==> config.mk <==
export PLATFORM = sky130hd
export DESIGN_NAME = dds_sweep_flat
export DESIGN_NICKNAME = d
export VERILOG_FILES = /design/src/rtl/dds_sweep_if.sv /design/src/rtl/dds_sweep.sv /design/src/flat_wrapper.sv
export SDC_FILE = /design/constraint.sdc
export NUM_CORES = 1
export LEC_CHECK = 0
export ABC_AREA = 1
export CORE_ASPECT_RATIO = 1.4
export CORE_MARGIN = 4
export CORE_UTILIZATION = 50
export DETAILED_ROUTE_END_ITERATION = 16
export DONT_BUFFER_PORTS = 1
export HOLD_SLACK_MARGIN = 0.08
export PLACE_DENSITY = 0.68
export SYNTH_ARGS = -nofsm -noshare
export SYNTH_HDL_FRONTEND = slang
export SYNTH_SLANG_ARGS = --single-unit
==> constraint.sdc <==
create_clock -name clk -period 2.6 [get_ports clk]
set_input_delay 0.26 -clock clk [delete_from_list [all_inputs] [get_ports clk]]
set_output_delay 0.26 -clock clk [all_outputs]
set_load 0.02 [all_outputs]
==> src/rtl/dds_sweep_if.sv <==
// dds_sweep_if: configuration/control inputs and DDS-facing outputs of the sweep engine
interface dds_sweep_if #(
  parameter int DWELL_W = 24,
  parameter int STEPS_W = 16
);
  logic               cfg_valid;
  logic [31:0]        cfg_m_start;
  logic [31:0]        cfg_m_step;
  logic [STEPS_W-1:0] cfg_steps;
  logic [DWELL_W-1:0] cfg_dwell;
  logic               start;
  logic               abort;
  logic [31:0]        m;
  logic               set;
  logic               en;
  logic               busy;
  logic               done;
  modport master (
    output cfg_valid, cfg_m_start, cfg_m_step, cfg_steps, cfg_dwell, start, abort,
    input  m, set, en, busy, done
  );
  modport slave (
    input  cfg_valid, cfg_m_start, cfg_m_step, cfg_steps, cfg_dwell, start, abort,
    output m, set, en, busy, done
  );
endinterface

==> src/rtl/dds_sweep.sv <==
// dds_sweep: steps a DDS phase increment through a linear sweep, holding each tone for a dwell period
module dds_sweep #(
  parameter int DWELL_W = 24,
  parameter int STEPS_W = 16
) (
  input logic        clk,
  input logic        rst_n,
  dds_sweep_if.slave bus
);
  typedef enum logic [1:0] {IDLE, DWELL, HOLD} state_t;
  state_t             state, state_nx;
  logic [31:0]        m_start_r, m_start_nx, m_step_r, m_step_nx, m_r, m_nx;
  logic [STEPS_W-1:0] steps_r, steps_nx, step_r, step_nx;
  logic [DWELL_W-1:0] dwell_r, dwell_nx, cnt_r, cnt_nx, dwell_last;
  logic               set_r, set_nx, en_r, en_nx, busy_r, busy_nx, done_r, done_nx;
  assign dwell_last = (dwell_r == '0) ? '0 : dwell_r - 1'b1;
  assign bus.m      = m_r;
  assign bus.set    = set_r;
  assign bus.en     = en_r;
  assign bus.busy   = busy_r;
  assign bus.done   = done_r;
  // next-state: config latch outside DWELL, then abort > start > dwell expiry
  always_comb begin
    state_nx   = state;
    m_start_nx = m_start_r;
    m_step_nx  = m_step_r;
    steps_nx   = steps_r;
    dwell_nx   = dwell_r;
    m_nx       = m_r;
    step_nx    = step_r;
    cnt_nx     = cnt_r;
    set_nx     = 1'b0;
    done_nx    = 1'b0;
    en_nx      = en_r;
    busy_nx    = busy_r;
    if (state != DWELL && bus.cfg_valid) begin
      m_start_nx = bus.cfg_m_start;
      m_step_nx  = bus.cfg_m_step;
      steps_nx   = bus.cfg_steps;
      dwell_nx   = bus.cfg_dwell;
    end
    if (bus.abort) begin
      state_nx = IDLE;
      en_nx    = 1'b0;
      busy_nx  = 1'b0;
    end else if (state != DWELL && bus.start) begin
      state_nx = DWELL;
      m_nx     = m_start_nx;
      set_nx   = 1'b1;
      en_nx    = 1'b1;
      busy_nx  = 1'b1;
      step_nx  = '0;
      cnt_nx   = '0;
    end else if (state == DWELL && cnt_r == dwell_last) begin
      cnt_nx = '0;
      if (step_r < steps_r) begin
        m_nx    = m_r + m_step_r;
        set_nx  = 1'b1;
        step_nx = step_r + 1'b1;
      end else begin
        state_nx = HOLD;
        done_nx  = 1'b1;
        busy_nx  = 1'b0;
      end
    end else if (state == DWELL) begin
      cnt_nx = cnt_r + 1'b1;
    end
  end
  // state and registered outputs, cleared asynchronously by reset
  always_ff @(posedge clk or negedge rst_n) begin
    if (!rst_n) begin
      state     <= IDLE;
      m_start_r <= '0;
      m_step_r  <= '0;
      steps_r   <= '0;
      dwell_r   <= '0;
      m_r       <= '0;
      step_r    <= '0;
      cnt_r     <= '0;
      set_r     <= 1'b0;
      done_r    <= 1'b0;
      en_r      <= 1'b0;
      busy_r    <= 1'b0;
    end else begin
      state     <= state_nx;
      m_start_r <= m_start_nx;
      m_step_r  <= m_step_nx;
      steps_r   <= steps_nx;
      dwell_r   <= dwell_nx;
      m_r       <= m_nx;
      step_r    <= step_nx;
      cnt_r     <= cnt_nx;
      set_r     <= set_nx;
      done_r    <= done_nx;
      en_r      <= en_nx;
      busy_r    <= busy_nx;
    end
  end
endmodule

==> src/flat_wrapper.sv <==
// flat-port wrapper written by rule: the top's interface ports become plain ports
module dds_sweep_flat 
#(
  parameter int DWELL_W = 24,
  parameter int STEPS_W = 16
)
  (clk, rst_n, bus_cfg_valid, bus_cfg_m_start, bus_cfg_m_step, bus_cfg_steps, bus_cfg_dwell, bus_start, bus_abort, bus_m, bus_set, bus_en, bus_busy, bus_done);
  dds_sweep_if #(.DWELL_W(DWELL_W), .STEPS_W(STEPS_W)) bus_i ();
  input logic clk;
  input logic rst_n;
  input wire logic [$bits(bus_i.cfg_valid)-1:0] bus_cfg_valid;
  input wire logic [$bits(bus_i.cfg_m_start)-1:0] bus_cfg_m_start;
  input wire logic [$bits(bus_i.cfg_m_step)-1:0] bus_cfg_m_step;
  input wire logic [$bits(bus_i.cfg_steps)-1:0] bus_cfg_steps;
  input wire logic [$bits(bus_i.cfg_dwell)-1:0] bus_cfg_dwell;
  input wire logic [$bits(bus_i.start)-1:0] bus_start;
  input wire logic [$bits(bus_i.abort)-1:0] bus_abort;
  output wire logic [$bits(bus_i.m)-1:0] bus_m;
  output wire logic [$bits(bus_i.set)-1:0] bus_set;
  output wire logic [$bits(bus_i.en)-1:0] bus_en;
  output wire logic [$bits(bus_i.busy)-1:0] bus_busy;
  output wire logic [$bits(bus_i.done)-1:0] bus_done;
  assign bus_i.cfg_valid = bus_cfg_valid;
  assign bus_i.cfg_m_start = bus_cfg_m_start;
  assign bus_i.cfg_m_step = bus_cfg_m_step;
  assign bus_i.cfg_steps = bus_cfg_steps;
  assign bus_i.cfg_dwell = bus_cfg_dwell;
  assign bus_i.start = bus_start;
  assign bus_i.abort = bus_abort;
  assign bus_m = bus_i.m;
  assign bus_set = bus_i.set;
  assign bus_en = bus_i.en;
  assign bus_busy = bus_i.busy;
  assign bus_done = bus_i.done;
  dds_sweep #(.DWELL_W(DWELL_W), .STEPS_W(STEPS_W)) u_core (.clk(clk), .rst_n(rst_n), .bus(bus_i));
endmodule
Fig. 1: placement view
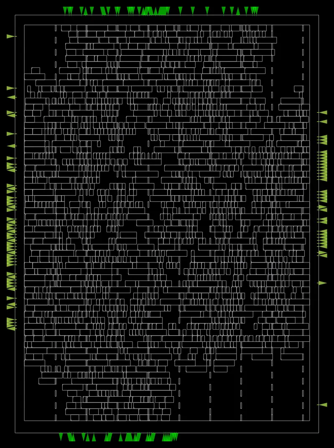
# rows: 65
Seq/total area: 32.3%

Fig. 2: routed clock nets over the placement
Scale: 1.5 px per um.
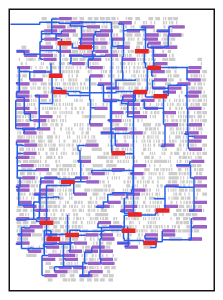
blue -> clock wires  # length 2,380 um
purple -> flip-flops  # count 181
red -> clock drivers  # count 17
flops lie = spread over the die
routed clock nets = 18
Setup Skew: 12.6 ps
worst-skew pair later-pin latency: 450 ps
Clk pwr share: 23.5%
Power Clock: 0.00263 W

==> results_slide.txt <==
Implementation Results

Power
  • VDD IR max: around 0.64 mV
  • Part of the power in registers: 35.2%
  • Leakage: about 6.7 nW
  • Psw: 0.00470 W
  • Cell Int Power: 0.00649 W
  • Logic gate share of total power: between 40% and 50%
  • P_seq: 0.00394 W
  • Largest Pwr Group: combinational cells
  • Sw frac: roughly two fifths
  • Pwr/cell area: between 700 and 800 nW/um2
  • Total power: between 0.01 and 0.015 W
  • Comb group: approximately 0.0046 W

Place
  • Pre-CTS WS: -48.4 ps
  • Post-DP Area: 12,100 um2
  • Placed Cells incl. Taps: 1,836
  • Routability cong.: between 1 and 1.5
  • PortBufs: 0
  • Post-DP HPWL: 23,400 um

Yosys
  • Unique cell types: 43
  • Top cells by count, synth: nand2_1 (396), dfrtp_1 (181), nor2_1 (167)
  • Synth top cell by count: nand2_1
  • Top FF cell, synth: dfrtp_1
  • Yosys chip area: 11,400 um2
  • Synth warnings: 0
  • Largest type area fraction: between 30% and 40%
  • Post-synth tally of flip-flops with integrated enable: 0
  • Syn Std Cell Area: between 10,000 and 15,000 um2
  • Syn avg cell area: around 7.4 um2
  • Synth area leaders: dfrtp_1 (40%), nand2_1 (13%), nand3_1 (5.8%)
  • Post-Syn Instances: 1,534
  • Ys cells: 1,534
  • Yosys reg bits: 181
  • Register area share after synthesis: 39.7%
  • Yosys top cell by area: dfrtp_1
  • Net count after synthesis: 1,693
  • Fraction of registers with async set/reset: 100%

Clock tree
  • Depth of the CTS H-tree: 4
  • Post-CTS Setup Bufs: 1
  • Longest Clk Path Bufs: 2
  • TritonCTS Buffers: 17
  • Clock transition at path regs: 70 ps
  • CTS tree: done
  • Clk root buf: clkbuf_16
  • Post_cts resized: 8
  • Hold_buf cts: 106
  • CTS sink count: about 180

Worst setup path
  • CP endpoint: u_core.bus.m[21]
  • Critical path's top delay family: simple AND/OR/NAND/NOR gates
  • RR Endpoint: u_core.bus.m[21]
  • Worst endpoint required time: just under 3000 ps
  • Worst path buffer plus inverter count: 2
  • R2R depth: 17
  • Critical Path, Cell by Cell: nor2_2 -> nand2_2 -> nor2_4 -> nand3_4 -> buf_12 -> nand3_1 -> nand2_1 -> nor2_1 -> nand2_1 -> nor2_1 -> nand2_1 -> nor2_4 -> nand3_4 -> nand2_8 -> buf_12 -> nand2_1 -> nand2_1
  • Slowest stage delay, CP: 440 ps
  • Worst setup startpoint: u_core.dwell_r[10]
  • Reg2Reg Setup Slack: 10 ps
  • CP max-delay cell: dfrtp_1
  • Crit Path Max Fanout: 23
  • Worst path depth: 17
  • CP most frequent cell: nand2_1
  • CP Data Arrival Time: 2970 ps
  • CP endpoint kind: register
  • Startpoint type of the worst setup path: register
  • WS Path Type: reg2reg
  • Worst r2r src: u_core.dwell_r[10]

Global route
  • Grt ovf: 0
  • Met1 usage: 30.1%
  • GRT Overall Usage: 26.2%
  • Vias in the first global route: 10,800
  • GRT Max-Usage Layer: met2
  • Largest net degree at the start of global routing: roughly 180
  • First-pass GRT wire length: 53,200 um
  • Met3 usage: approximately 4.5%
  • Initial antenna violation count: 0
  • Met2 Usage GRT: 47.3%

Die
  • Core area: 22,500 um2
  • Die area: 25,300 um2
  • Num ports: 145
  • DIE HEIGHT: about 190 um
  • Die width: approximately 140 um
  • Fp util: between 50% and 60%

Final timing
  • Final hold viol count: 181
  • Worst hold slack: -485 ps
  • RSZ-0062 raised after global routing: yes
  • Fin crit share: a little under 100%
  • Final min period: 2590 ps
  • Slew Limit Headroom: 67.3%
  • Sum Neg Setup Slack: 0 ps
  • Count of final setup violators: 0
  • Slew @ Worst Pin: 485 ps
  • PnR worst setup slack: 14.8 ps
  • F_max: 387 MHz
  • Pins over their slew limit: 0

Routing
  • Residual DRC: 0
  • WL final: 33,500 um
  • ANT nets after route: 0
  • Vias per inst: between 5 and 6
  • M1 WL: roughly 13,000 um
  • Via count: 10,900
  • WL met2: 17,400 um
  • First-pass iteration count of the detailed router: 5
  • Met3 WL: 1900 um
  • Drt wl/cell: approximately 17 um
  • Initial DRC Count: 815
  • Uppermost layer routed: met4

Cells and area
  • Layout cells sized above 1: 11.5%
  • Layout area overhead: 23.3%
  • # fillers: 1,993
  • Nets: 1,830
  • Fin area: 14,100 um2
  • Final cell count without fillers: approximately 2,000
  • N_diodes: 0

Run status
  • Status: complete, but fails checks
  • Failing checks: hold timing

Job
  • Max Cap Viol: 0
  • OpenROAD warning count: 31

Worst hold path
  • Hold WC Path Type: in2async
Fig. 3: cells coloured by class
Scale: 1.5 px per um.
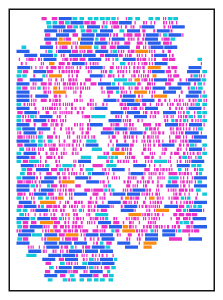
blue -> sequential cells  # cells 181
cyan -> remaining buffers and delay cells  # cells 167
orange -> clock drivers and dummy loads  # cells 32
magenta -> combinational and other logic  # cells 1,304

Fig. 4: register map, names as in the netlist
Scale: 1.5 px per um. Other sequential cells in the stronger grey, the rest of the logic in the fainter grey.
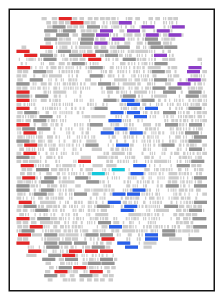
red -> u_core.m_start_r  # sequential cells 32
purple -> u_core.steps_r  # sequential cells 16
blue -> u_core.cnt_r  # sequential cells 24
cyan -> u_core.state  # sequential cells 2
Util after Layout: 62.4%
Reg area: 4540 um2

==> kinds of logic after synthesis <==
kind of cell / share of synthesized area (%)
AOI/OAI and AO/OA: 10.1
DFF: 39.7
adders and majority gates: 5.55
and+or+nand+nor: 29.2
muxes: 4.83
xor gates and xnor gates: 3.15
buffers and inverters: 7.48
==> layout make-up <==
type                    instances  area [um2]  area share (%)
multi-input cells            1139        6190            44.0
repair buffers                167        1750            12.4
clock buffers                  17         425            3.03
clock inverters                15         164            1.17
inverters                     165         619            4.41
well taps                     301         377            2.68
flip-flops and latches        181        4540            32.3
==> flip-flops by register name (all words and copies together), names as in the netlist <==
signal,count
u_core.m_step_r,32
u_core.steps_r,16
u_core.dwell_r,24
u_core.bus.en,1
u_core.m_start_r,32
u_core.cnt_r,24
u_core.bus.set,1
u_core.bus.done,1
u_core.bus.m,32
u_core.step_r,16
u_core.state,2
==> layout by cell type (no fill, tap or decap), drive strengths merged <==
| cell type | count |
|---|---|
| o31ai | 1 |
| mux2i | 1 |
| o221a | 1 |
| a22oi | 1 |
| nand3 | 135 |
| nand3b | 10 |
| o21a | 4 |
| dlygate4sd3 | 106 |
| clkbuf | 21 |
| o221ai | 1 |
| dfrtp | 181 |
| and3 | 1 |
| clkinvlp | 1 |
| fa | 1 |
| or2 | 4 |
| clkinv | 5 |
| a21o | 8 |
| a31oi | 3 |
| ha | 49 |
| mux2 | 48 |
| o211ai | 1 |
| nand2 | 397 |
| nand4 | 39 |
| xnor2 | 10 |
| a21oi | 96 |
| o21ai | 96 |
| inv | 173 |
| xor2 | 31 |
| a21boi | 3 |
| bufinv | 1 |
| buf | 57 |
| nor3 | 20 |
| o21bai | 1 |
| nor4 | 2 |
| o2111ai | 1 |
| nor2 | 174 |
Power is estimated from default activity; no workload was simulated.
